### src/rtl/dev_uart_rx.sv
// 8N1 serial receiver with 2-flop input synchroniser and mid-bit sampling.
// Each good byte produces a one-cycle data_en strobe; a low stop bit produces a one-cycle frame_err strobe.
module dev_uart_rx #(
    parameter int CLKS_PER_BIT = 104
) (
    input  logic       clk,
    input  logic       rst,
    input  logic       rx,
    output logic [7:0] data_out,
    output logic       data_en,
    output logic       frame_err,
    output logic       busy
);

    localparam int CW = $clog2(CLKS_PER_BIT);
    localparam logic [CW-1:0] BIT_LIM  = CW'(CLKS_PER_BIT - 1);
    localparam logic [CW-1:0] HALF_LIM = CW'(CLKS_PER_BIT / 2 - 1);

    typedef enum logic [2:0] {
        IDLE,
        START,
        DATA,
        STOP,
        BREAK
    } state_t;

    state_t        state, state_nxt;
    logic [CW-1:0] cnt, cnt_nxt;
    logic [2:0]    idx, idx_nxt;
    logic [7:0]    shift, shift_nxt;
    logic [7:0]    data_nxt;
    logic          en_nxt, ferr_nxt;
    logic          sync1, rx_s;

    // Flops reset to 1 so a reset never looks like a start bit on an idle line.
    always_ff @(posedge clk or posedge rst) begin
        if (rst) begin
            sync1 <= 1'b1;
            rx_s  <= 1'b1;
        end else begin
            sync1 <= rx;
            rx_s  <= sync1;
        end
    end

    always_ff @(posedge clk or posedge rst) begin
        if (rst) begin
            state     <= IDLE;
            cnt       <= '0;
            idx       <= '0;
            shift     <= '0;
            data_out  <= '0;
            data_en   <= 1'b0;
            frame_err <= 1'b0;
        end else begin
            state     <= state_nxt;
            cnt       <= cnt_nxt;
            idx       <= idx_nxt;
            shift     <= shift_nxt;
            data_out  <= data_nxt;
            data_en   <= en_nxt;
            frame_err <= ferr_nxt;
        end
    end

    always_comb begin
        state_nxt = state;
        cnt_nxt   = cnt;
        idx_nxt   = idx;
        shift_nxt = shift;
        data_nxt  = data_out;
        en_nxt    = 1'b0;
        ferr_nxt  = 1'b0;
        case (state)
            IDLE: begin
                cnt_nxt = '0;
                if (!rx_s) begin
                    state_nxt = START;
                end
            end
            START: begin
                if (cnt == HALF_LIM) begin
                    cnt_nxt = '0;
                    if (!rx_s) begin
                        state_nxt = DATA;
                        idx_nxt   = '0;
                    end else begin
                        state_nxt = IDLE;
                    end
                end else begin
                    cnt_nxt = cnt + 1'b1;
                end
            end
            DATA: begin
                if (cnt == BIT_LIM) begin
                    cnt_nxt        = '0;
                    shift_nxt[idx] = rx_s;
                    idx_nxt        = idx + 1'b1;
                    if (idx == 3'd7) begin
                        state_nxt = STOP;
                    end
                end else begin
                    cnt_nxt = cnt + 1'b1;
                end
            end
            STOP: begin
                // Leaving at mid-stop gives half a bit of slack for a back-to-back start edge.
                if (cnt == BIT_LIM) begin
                    cnt_nxt = '0;
                    if (rx_s) begin
                        data_nxt  = shift;
                        en_nxt    = 1'b1;
                        state_nxt = IDLE;
                    end else begin
                        ferr_nxt  = 1'b1;
                        state_nxt = BREAK;
                    end
                end else begin
                    cnt_nxt = cnt + 1'b1;
                end
            end
            BREAK: begin
                cnt_nxt = '0;
                if (rx_s) begin
                    state_nxt = IDLE;
                end
            end
            default: begin
                state_nxt = IDLE;
                cnt_nxt   = '0;
            end
        endcase
    end

    assign busy = (state != IDLE);

endmodule

### config.mk
export PLATFORM = sky130hd
export DESIGN_NAME = dev_uart_rx
export DESIGN_NICKNAME = d
export VERILOG_FILES = /design/src/rtl/dev_uart_rx.sv
export SDC_FILE = /design/constraint.sdc
export NUM_CORES = 1
export LEC_CHECK = 0
export CELL_PAD_IN_SITES_DETAIL_PLACEMENT = 2
export CELL_PAD_IN_SITES_GLOBAL_PLACEMENT = 2
export CORE_MARGIN = 5
export CORE_UTILIZATION = 41
export CTS_CLUSTER_SIZE = 24
export DETAILED_ROUTE_END_ITERATION = 8
export HOLD_SLACK_MARGIN = 0.15
export PLACE_DENSITY_LB_ADDON = 0.1
export SYNTH_ARGS = -nofsm -noshare
export SYNTH_HDL_FRONTEND = slang
export SYNTH_SLANG_ARGS = --single-unit
export TNS_END_PERCENT = 10
### constraint.sdc
create_clock -name clk -period 3.8 [get_ports clk]
set_input_delay 0.76 -clock clk [delete_from_list [all_inputs] [get_ports clk]]
set_output_delay 0.76 -clock clk [all_outputs]
set_load 0.01 [all_outputs]
Figure 1. Wiring by layer (run 1).
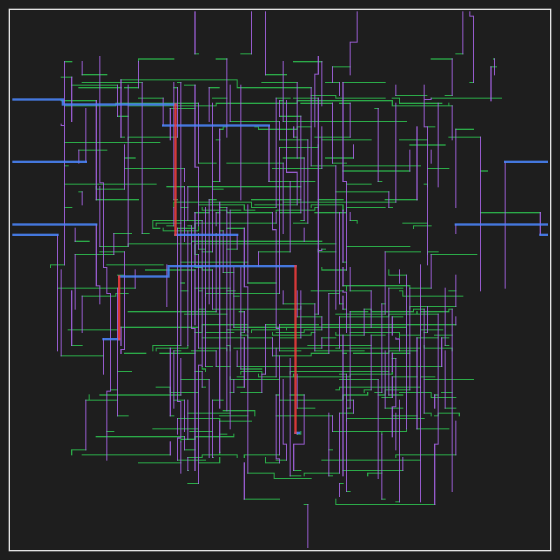
colour	layer	wire length
blue	met3	115 um
red	met4	46.9 um
green	met1	1,490 um
purple	met2	1,870 um

Figure 2. Cells coloured by class (run 1).
Scale bar: 20 um. Fill, decap, tap and diode cells in grey.
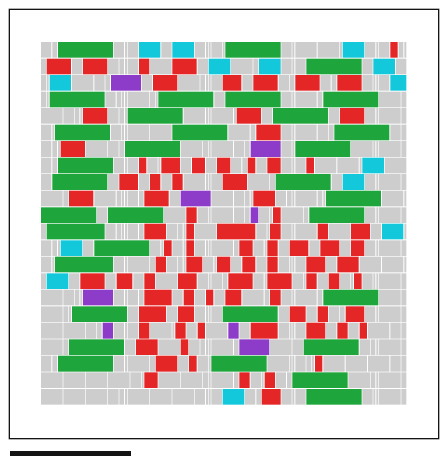
colour	class	cells	share of their area
cyan	other buffers and delay cells	14	8.1%
purple	clock drivers and dummy loads	8	4.9%
green	flops	33	49%
red	all other logic	86	38%

Figure 3. Wiring heat map (run 1).
14 x 14 tiles, from black (low) to pale yellow (high), scaled to the fullest tile. Values are wire area over tile area, all layers added.
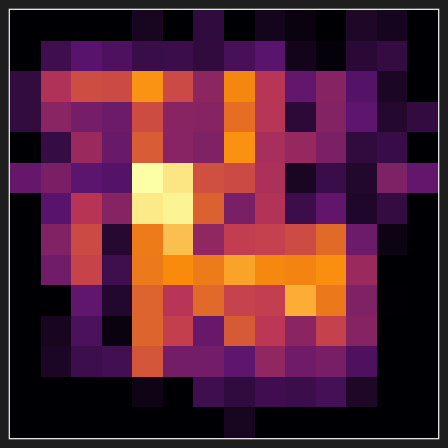
densest ninth of the die	middle
mean over tiles	0.11
emptiest ninth of the die	bottom left
tiles over half the peak	21%
fullest tile	0.40

==> CHANGELOG.md, run 1 <==
### Implementation results

- Clk pin slew, worst setup/hold paths: 0.06 ns
- Iter 0 DRT Violations: 63
- Worst path depth: 3
- Pre-CTS setup slack: 1.55 ns
- Dpl hpwl: 2470 um
- Sequential share of power: 0.578
- Final min period: 2.54 ns
- Worst Path Arrival: 1.78 ns
- Status: completed
- Grt ovf: 0
- Clock-cell share of area: 0.0470
- Largest delay share family, worst path: flip-flops
- Final worst slack: 1.26 ns
- RR Endpoint: data_out[2]$_DFFE_PP0P_
- Reg2reg path depth: 5
- Tightest Hold Check Type: reg -> reg
- Basic Gates by Area: 0.183
- Post-Route Utilization: 0.487
- Top cell area share: 0.517
- Setup crit end: busy
- Logic Gate Count: 83
- R2R Setup Slk: 1.62 ns
- Distinct lib cells: 34
- Tap Count: 48
- Hold Path Sink: rx_s$_DFF_PP1_
- DR WL met3: 114 um
- Post-Syn Instances: 124
- Total Power: 0.000615 W
- Max VDD drop: 0.199 mV
- # resized after CTS: 0
- Sequential share of cell area: 0.472
- Max-area cell class: registers
- Flop count: 33
- Synth Seq Share: 0.552
- MUX share of area: 0.128
- Clk_skew: 0.00572 ns
- GRT Max-Usage Layer: met2
- Pins Over Slew Limit: 0
- Inverters: 3
- Chip Area, Yosys: 0.00150 sq mm
- Area of the core: 0.00361 sq mm
- Slew margin rel.: 0.632
- P_clk: 0.000249 W
- Later-pin clock latency in the skew report: 0.29 ns
- Vias per std cell: 5.46
- Largest regs: data_out: 8 flops, shift: 8 flops, cnt: 7 flops
- Via count: 1,032
- Top routing layer in use: met4
- Worst-margin pin slew: 0.548 ns
- Max_cap viols: 0
- Met2 Use GR: 0.269
- Hold-fix buffers at CTS: 0
- Register area: 828 sq um
- Drt first pass iters: 4
- Met3 usage: 0.0388
- Power Density: 350 mW/mm^2
- P_seq: 0.000356 W
- CLK BUF: 6
- Ys cells: 124
- Synth flops: 33
- WL met2: 1870 um
- Combinational fraction of the cell area: 0.363
- Synth top cells by count: dfrtp_1, mux2_2, nor3_1
- CP max stage cell: dfrtp_1
- Hold Crit Start: sync1$_DFF_PP1_
- Initial antenna violation count: 0
- Adders+Majority by Area: 0.0250
- Largest power group: sequential cells
- Critical Path RT: 3.04 ns
- P_sw: 0.000132 W
- Startpoint types: flip-flop
- Met1 Track Usage GR: 0.199
- Placed cells: 181
- Cell taking the most area after synthesis: dfrtp_1
- Top cells, area: dfrtp_1, mux2_2, dfstp_2, nor3_1, ha_1
- Initial Utilization: 0.416
- Final Cycle Share: 0.669
- Max incr delay on CP: 0.66 ns
- Die footprint: 0.00497 sq mm
- Yosys warnings: 0
- Most numerous logic cells after layout: dfrtp_1, mux2_2, clkdlybuf4s50_1
- CTS tree: yes
- Die width: 70.5 um
- Post-Layout Cell Count: 189
- Layout cells sized above 1: 0.213
- Routed WL per cell: 18.6 um
- Sink Count: 33
- Crit Path Class: reg -> out
- Log Warnings: 26
- Comb area leader: simple AND/OR/NAND/NOR gates
- Unrepaired setup endpoints after global routing: false
- Synth top cell by count: dfrtp_1
- Clock power frac: 0.405
- Floorplan Nets: 130
- CTS H-Tree Depth: 2
- Synth Area in Compound Gates: 0.0601
- Post-route DRC: 0
- Power in combinational cells: 0.00000993 W
- Bufs w/o clock: 14
- Fillers: 368
- Most instantiated logic cell after routing: dfrtp_1
- CTS max path bufs: 2
- Buf+Inv Stages, Crit Path: 1
- Main flop type: dfrtp_1
==> run 2, diff against run 1 <==
Settings changed: CORE_UTILIZATION 41 to 38.
Clock period 3.8 ns to 2.53 ns, I/O delays scaled along.
Figure 4. Wiring by layer (run 2).
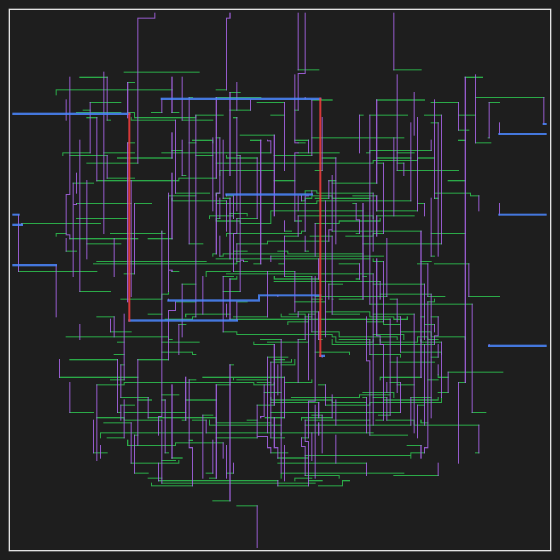
colour	layer	wire length
green	met1	1,610 um
purple	met2	1,640 um
red	met4	62.6 um
blue	met3	112 um

==> CHANGELOG.md, run 2 <==
### Implementation results

- Status: completed (unchanged)
- Final min period: 2.35 ns
- Critical Path RT: 2.02 ns (was 3.04 ns)
- Setup Buffers After CTS: 0 (unchanged)
- Placed cells: 181 (unchanged)
- Sequential share of power: 0.579 (was 0.578)
- CTS H-Tree Depth: 2 (unchanged)
- GRT Max-Usage Layer: met2 (unchanged)
- Synth top cell by count: dfrtp_1 (unchanged)
- Logic gate share of total power: 0.016 (about the same)
- Distinct lib cells: 34 (unchanged)
- P_clk: 0.000373 W (was 0.000249 W)
- DR WL met3: 112 um (was 114 um)
- Combinational fraction of the cell area: 0.363 (about the same)
- Tap Count: 48 (unchanged)
- Chip Area, Yosys: 0.00150 sq mm (unchanged)
- Final non-clock buffer share: 0.0784 (was 0.0783)
- Num rows: 22 (unchanged)
- Most instantiated logic cell after routing: dfrtp_1 (unchanged)
- Crit path max fanout: 15 (unchanged)
- Top cells, area: dfrtp_1, mux2_2, dfstp_2, nor3_1, ha_1 (unchanged)
- # setup viols final: 0 (unchanged)
- Power in combinational cells: 0.0000148 W (was 0.00000993 W)
- Yosys warnings: 0 (unchanged)
- Max incr delay on CP: 0.57 ns (was 0.66 ns)
- Synth top cells by count: dfrtp_1, mux2_2, nor3_1 (unchanged)
- Setup crit end: busy (unchanged)
- Final GP Congestion: 0.832 (was 0.792)
- Power Density: 525 mW/mm^2 (was 350 mW/mm^2)
- Final Cycle Share: 0.928
- Internal: 0.000728 W (was 0.000483 W)
- Max_cap viols: 0 (unchanged)
- Post-Route Utilization: 0.469 (was 0.487)
- R2r startpoint: cnt[0]$_DFF_PP0_ (unchanged)
- RR Endpoint: data_out[7]$_DFFE_PP0P_ (was data_out[2]$_DFFE_PP0P_)
- Floorplan Nets: 130 (unchanged)
- Flop count: 33 (unchanged)
- Top-Level Pins: 14 (unchanged)
- Synth flops: 33 (unchanged)
- Most numerous logic cells after layout: dfrtp_1, mux2_2, clkdlybuf4s50_1 (unchanged)
- Startpoint types: flip-flop (unchanged)
- Largest net degree at the start of global routing: 34 (unchanged)
- Layout cells sized above 1: 0.206 (was 0.213)
- Worst Path Arrival: 1.84 ns (was 1.78 ns)
- WL met2: 1640 um (was 1870 um)
- Drt first pass iters: 4 (unchanged)
- Total Routing Usage GR: 0.149 (was 0.163)
- Tightest Hold Check Type: reg -> reg (unchanged)
- # diodes: 0 (unchanged)
- Crit Path Class: reg -> out (unchanged)
- Synth Seq Share: 0.552 (unchanged)
- Met1 Track Usage GR: 0.191 (was 0.199)
- Ys cells: 124 (unchanged)
- Hold Path Sink: rx_s$_DFF_PP1_ (unchanged)
- Post-synth EDFFs: 0 (unchanged)
- Pre-CTS setup slack: 0.414 ns (was 1.55 ns)
- Sequential share of cell area: 0.472 (about the same)
- Max-area cell class: registers (unchanged)
- Vias per std cell: 5.51 (was 5.46)
- Register area: 828 sq um (unchanged)
- Post-route DRC: 0 (unchanged)
- Total Power: 0.000922 W (was 0.000615 W)
- Top cell area share: 0.517 (unchanged)
- PortBufs: 13 (unchanged)
- Clk_skew: 0.00364 ns (was 0.00572 ns)
- Slew margin rel.: 0.654 (was 0.632)
- Fmax: 426 MHz
- Largest delay share family, worst path: flip-flops (unchanged)
- Bufs w/o clock: 14 (unchanged)
- P_seq: 0.000534 W (was 0.000356 W)
- CTS max path bufs: 2 (unchanged)
- Buf+Inv Stages, Crit Path: 1 (unchanged)
- Pins Over Slew Limit: 0 (unchanged)
- Sw Ratio: 0.211 (was 0.215)
- Sink Count: 33 (unchanged)
- Logic Gate Count: 83 (unchanged)
- Worst path depth: 3 (unchanged)
- CLK BUF: 7 (was 6)
- Top routing layer in use: met4 (unchanged)
- Later-pin clock latency in the skew report: 0.28 ns (was 0.29 ns)
- Async SR Flop Fraction: 1.00 (unchanged)
- Area of the core: 0.00374 sq mm (was 0.00361 sq mm)
- Met3 usage: 0.0455 (was 0.0388)
- Initial antenna violation count: 0 (unchanged)
- TritonCTS Buffers: 5 (unchanged)
- Largest power group: sequential cells (unchanged)
- Routed Wire Length: 3430 um (was 3520 um)
- Grt ovf: 0 (unchanged)
- Routed WL per cell: 18.1 um (was 18.6 um)
- Comb area leader: simple AND/OR/NAND/NOR gates (unchanged)
- Static Leak: 0.785 nW (was 0.788 nW)
- Initial Utilization: 0.401 (was 0.416)
- Fillers: 413 (was 368)
- P_sw: 0.000195 W (was 0.000132 W)
- Final nets: 146 (unchanged)
- Iter 0 DRT Violations: 40 (was 63)
- Critical Path, Cell by Cell: nor2_1 -> nand2_1 -> clkdlybuf4s50_1 (unchanged)
- Worst setup path start: state[2]$_DFFE_PP0P_ (unchanged)
- Die width: 72.8 um (was 70.5 um)
- Vias in the first global route: 1,178 (was 1,175)
- Met1 Routed Length: 1610 um (was 1490 um)
- Hold-fix buffers at CTS: 0 (unchanged)
- Adders+Majority by Area: 0.0250 (unchanged)
- Inverters: 3 (unchanged)
- Synth Area in Compound Gates: 0.0601 (unchanged)
- Main flop type: dfrtp_1 (unchanged)
- Largest regs: data_out: 8 flops, shift: 8 flops, cnt: 7 flops (unchanged)
- Post-Syn Instances: 124 (unchanged)
- Chip Height: 72.8 um (was 70.5 um)
- # resized after CTS: 0 (unchanged)
- First-pass GRT wire length: 5950 um (was 6210 um)
- Met2 Use GR: 0.237 (was 0.269)
- Clk pin slew, worst setup/hold paths: 0.06 ns (about the same)
- Via count: 1,042 (was 1,032)
- CP max stage cell: dfrtp_1 (unchanged)
- Clock-cell share of area: 0.0463 (was 0.0470)
- Unrepaired setup endpoints after global routing: false (unchanged)
- Cell taking the most area after synthesis: dfrtp_1 (unchanged)
- Post-Layout Cell Count: 189 (unchanged)
- Hold Crit Start: sync1$_DFF_PP1_ (unchanged)
- Root buf cell: clkbuf_8 (unchanged)
- Log Warnings: 26 (unchanged)
- CTS tree: yes (unchanged)
- Area Growth Syn to Fin: 17.0% (was 17.1%)
- Worst-margin pin slew: 0.519 ns (was 0.548 ns)
- Clock power frac: 0.405 (about the same)
- MUX share of area: 0.128 (unchanged)
- R2R Setup Slk: 0.42 ns (was 1.62 ns)
- Dpl hpwl: 2460 um (was 2470 um)
- Reg2reg path depth: 5 (unchanged)
- Final Cell Area: 0.00176 sq mm (about the same)
- Post-Syn Area: 0.00150 sq mm (unchanged)
- Max VDD drop: 0.267 mV (was 0.199 mV)
- Post-Syn Area per Cell: 12.1 sq um (unchanged)
- Area of placed instances: 0.00167 sq mm (unchanged)
- Die footprint: 0.00530 sq mm (was 0.00497 sq mm)
- Yosys xor share: 0.0292 (unchanged)
- Antenna Violating Nets Remaining: 0 (unchanged)
- Final worst slack: 0.182 ns (was 1.26 ns)
- Basic Gates by Area: 0.183 (unchanged)
Power and IR drop assume default switching activity.
